==> config.mk <==
export PLATFORM = sky130hd
export DESIGN_NAME = mic_level_meter_flat
export DESIGN_NICKNAME = d
export VERILOG_FILES = /design/src/rtl/mic_level_meter_if.sv /design/src/rtl/mic_level_meter.sv /design/src/flat_wrapper.sv
export SDC_FILE = /design/constraint.sdc
export NUM_CORES = 1
export LEC_CHECK = 0
export ABC_CLOCK_PERIOD_IN_PS = 5800
export CAP_MARGIN = 10
export CORE_UTILIZATION = 35
export DETAILED_ROUTE_END_ITERATION = 10
export HOLD_SLACK_MARGIN = 0.08
export PLACE_DENSITY_LB_ADDON = 0.2
export SLEW_MARGIN = 20
export SYNTH_ARGS = -nofsm -noshare
export SYNTH_HDL_FRONTEND = slang
export SYNTH_SLANG_ARGS = --single-unit
==> constraint.sdc <==
create_clock -name clk -period 5.8 [get_ports clk]
set_input_delay 0.58 -clock clk [delete_from_list [all_inputs] [get_ports clk]]
set_output_delay 0.58 -clock clk [all_outputs]
set_load 0.01 [all_outputs]
==> src/rtl/mic_level_meter_if.sv <==
// rtl/mic_level_meter_if.sv - sample strobe, freeze control and published level bundle
interface mic_level_meter_if;
   logic        sample_valid;
   logic [11:0] mic_in;
   logic        freeze;
   logic [3:0]  volume_level;
   logic [10:0] peak_out;
   logic        level_valid;

   modport master (
      output sample_valid, mic_in, freeze,
      input  volume_level, peak_out, level_valid
   );

   modport slave (
      input  sample_valid, mic_in, freeze,
      output volume_level, peak_out, level_valid
   );
endinterface

==> src/rtl/mic_level_meter.sv <==
// rtl/mic_level_meter.sv - windowed peak meter with instant attack, stepped release and freeze
module mic_level_meter #(
   parameter int WINDOW_SAMPLES = 4000,
   parameter int MIDPOINT       = 2048,
   parameter int RELEASE_STEP   = 1
) (
   input  logic               clk,
   input  logic               rst_n,
   mic_level_meter_if.slave   bus
);
   localparam int CW = (WINDOW_SAMPLES > 2) ? $clog2(WINDOW_SAMPLES) : 1;
   localparam logic [CW-1:0]     LAST_CNT = CW'(WINDOW_SAMPLES - 1);
   localparam logic signed [12:0] MID     = 13'(MIDPOINT);
   localparam logic [3:0]         STEP    = 4'(RELEASE_STEP);

   typedef enum logic {ACCUM, PUBLISH} state_t;

   state_t        state;
   logic [CW-1:0] cnt;
   logic [10:0]   win_max;
   logic [10:0]   cand_q;
   logic [3:0]    volume_level;
   logic [10:0]   peak_out;
   logic          level_valid;

   logic signed [12:0] diff;
   logic [12:0]        abs_v;
   logic [10:0]        mag;
   logic [10:0]        running_max;
   logic [3:0]         raw;
   logic [3:0]         dec;
   logic [3:0]         smoothed;

   always_comb begin
      diff  = $signed({1'b0, bus.mic_in}) - MID;
      abs_v = diff[12] ? $unsigned(-diff) : $unsigned(diff);
      mag   = (abs_v > 13'd2047) ? 11'h7ff : abs_v[10:0];
      running_max = (mag > win_max) ? mag : win_max;
   end

   // Release steps down by at most STEP per window but never below the new raw level.
   always_comb begin
      raw      = cand_q[10:7];
      dec      = (volume_level > STEP) ? (volume_level - STEP) : 4'd0;
      smoothed = volume_level;
      if (raw >= volume_level) begin
         smoothed = raw;
      end else begin
         smoothed = (raw > dec) ? raw : dec;
      end
   end

   always_ff @(posedge clk or negedge rst_n) begin
      if (!rst_n) begin
         state        <= ACCUM;
         cnt          <= '0;
         win_max      <= '0;
         cand_q       <= '0;
         volume_level <= '0;
         peak_out     <= '0;
         level_valid  <= 1'b0;
      end else begin
         level_valid <= 1'b0;

         if (state == PUBLISH) begin
            state <= ACCUM;
            if (!bus.freeze) begin
               volume_level <= smoothed;
               peak_out     <= cand_q;
               level_valid  <= 1'b1;
            end
         end

         // Samples are accepted in either state so a strobe during PUBLISH opens the next window.
         if (bus.sample_valid) begin
            if (cnt == LAST_CNT) begin
               cand_q  <= running_max;
               win_max <= '0;
               cnt     <= '0;
               state   <= PUBLISH;
            end else begin
               win_max <= running_max;
               cnt     <= cnt + 1'b1;
            end
         end
      end
   end

   assign bus.volume_level = volume_level;
   assign bus.peak_out     = peak_out;
   assign bus.level_valid  = level_valid;
endmodule

==> src/flat_wrapper.sv <==
// flat-port wrapper written by rule: the top's interface ports become plain ports
module mic_level_meter_flat 
#(
   parameter int WINDOW_SAMPLES = 4000,
   parameter int MIDPOINT       = 2048,
   parameter int RELEASE_STEP   = 1
)
  (clk, rst_n, bus_sample_valid, bus_mic_in, bus_freeze, bus_volume_level, bus_peak_out, bus_level_valid);
  mic_level_meter_if bus_i ();
  input  logic clk;
  input  logic rst_n;
  input wire logic [$bits(bus_i.sample_valid)-1:0] bus_sample_valid;
  input wire logic [$bits(bus_i.mic_in)-1:0] bus_mic_in;
  input wire logic [$bits(bus_i.freeze)-1:0] bus_freeze;
  output wire logic [$bits(bus_i.volume_level)-1:0] bus_volume_level;
  output wire logic [$bits(bus_i.peak_out)-1:0] bus_peak_out;
  output wire logic [$bits(bus_i.level_valid)-1:0] bus_level_valid;
  assign bus_i.sample_valid = bus_sample_valid;
  assign bus_i.mic_in = bus_mic_in;
  assign bus_i.freeze = bus_freeze;
  assign bus_volume_level = bus_i.volume_level;
  assign bus_peak_out = bus_i.peak_out;
  assign bus_level_valid = bus_i.level_valid;
  mic_level_meter #(.WINDOW_SAMPLES(WINDOW_SAMPLES), .MIDPOINT(MIDPOINT), .RELEASE_STEP(RELEASE_STEP)) u_core (.clk(clk), .rst_n(rst_n), .bus(bus_i));
endmodule
==> images/power_grid.png <==
The bar under the picture is 20 um long. Pins as bars on the die edge.
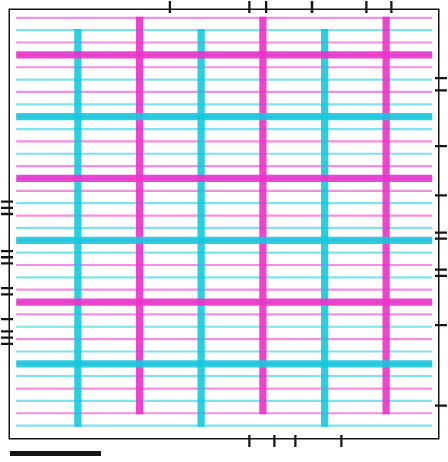
| colour | net |
|---|---|
| magenta | VDD |
| cyan | VSS |
rows: 33
met1 rails: 34
met4 straps: 6
met5 straps: 6
core area: 8220 um^2
VDD IR max: 114 uV
die height: 94.2 um
Die Width: 94.2 um

==> images/placement_by_type.png <==
The bar under the picture is 20 um long.
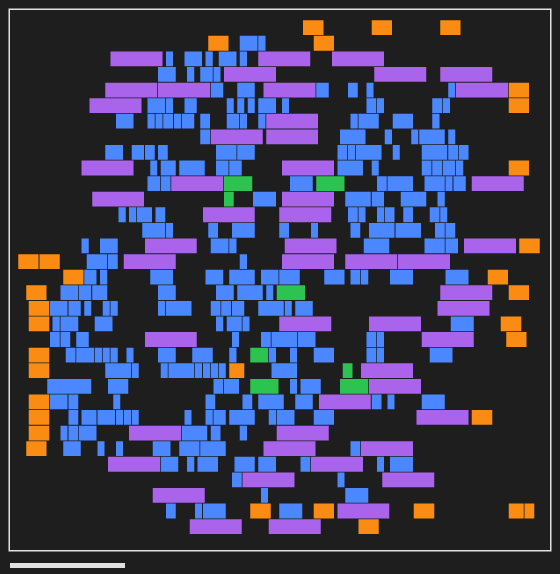
| colour | class | cells | share of their area |
|---|---|---|---|
| purple | flops | 51 | 38% |
| blue | combinational and other logic | 248 | 50% |
| orange | other buffers and delay cells | 33 | 9.6% |
| green | clock drivers and dummy loads | 8 | 2.6% |
Seq area share: 36.7%
Rows: 33
Util after Layout: 42.3%
post-route cell area: 3480 um^2

==> images/clk_routes.png <==
The bar under the picture is 20 um long.
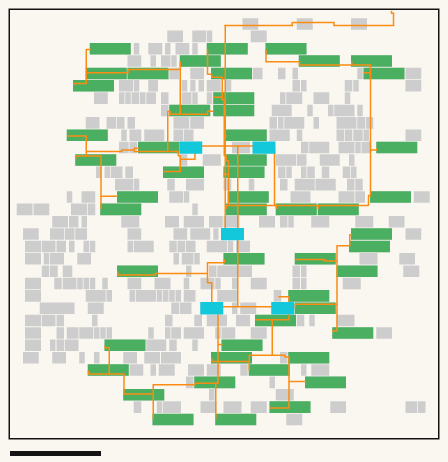
[cyan] clock drivers | count: 5
[orange] clock wires | length: 664 um
[green] flip-flops | count: 51
flops lie: spread over the die
routed clock nets: 6
clock power share: 21.0%
clk_lat worst skew: 0.30 ns

==> images/wires.png <==
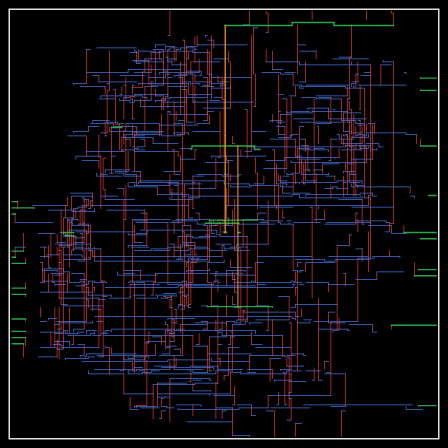
| colour | layer | wire length |
|---|---|---|
| green | metal 3 | 170 um |
| orange | metal 4 | 80.9 um |
| blue | metal 1 | 2910 um |
| red | metal 2 | 2290 um |
total vias in the final route: 2171
final wirelength: 5460 um

routing by layer:
layer	wire [um]	vias up	part of all wire [%]	GRT usage (%)
li1	-	1136	-	-
met1	2910	990	53	20.6
met2	2290	40	42	21.4
met3	169	5	3.1	2.43
met4	80	0	1.5	4.23
met5	0	-	0	0
area by class of cell:
type	count	area, um^2	area share (%)
inverter	29	109	3.13
sequential	51	1280	36.7
multi-input combinational	219	1550	44.6
timing repair buffer	33	320	9.22
clock buffer	5	68.8	1.98
clock inverter	3	18.8	0.540
tap	105	131	3.78
power breakdown:
part	internal, mW	switching [mW]	leakage (nW)	total [mW]
clock network	0.0853	0.122	0.0483	0.207
registers	0.410	0.0437	0.678	0.454
logic	0.155	0.167	0.950	0.322
total	0.651	0.332	1.68	0.983
==> reports/results.txt <==
dominant logic cell type in the layout -> dfrtp_1
Post-DP Area -> 3390 um^2
worst stage delay on the critical path -> 0.50 ns
NumNets Final -> 378
status -> finished clean
critical-path cell list -> clkdlybuf4s50_1 -> nor4_4 -> and3b_1 -> a31oi_1 -> o21a_1 -> ha_1 -> nand4_1 -> nor2_1 -> o21ai_0 -> a21boi_1 -> buf_4 -> mux2_2 -> mux2_2
Longest Clk Path Bufs -> 2
clock sink count -> 51
first-pass GRT wire length -> 9940 um
grt total ovfl -> 0
CP endpoint -> u_core.cand_q[9]
most frequent logic cells in the routed design -> 51 x dfrtp_1, 36 x nand2_1, 30 x clkdlybuf4s50_1, 29 x inv_1, 23 x ha_1
gpl congestion -> 0.786
Yosys Chip Area -> 2980 um^2
fill count -> 828
RR Endpoint -> u_core.bus.volume_level[1]
setup ws final -> 2.19 ns
worst hold slack -> 0.380 ns
Post-Synth Adder-Cell Area -> 9.67%
hpwl dp -> 4040 um
Tmin final -> 3.61 ns
Placed Instances -> 437
Post-synth EDFFs -> 0
Cell Count, Final, Fillers Out -> 445
area share, top type -> 42.9%
ant diodes -> 0
Mapped Cells -> 308
H-tree depth -> 2
crit-path max FO -> 11
count of cell types in the netlist -> 42
Final ANT Viol Nets -> 0
No activity file was given, so power comes from the tool's default toggle rates.
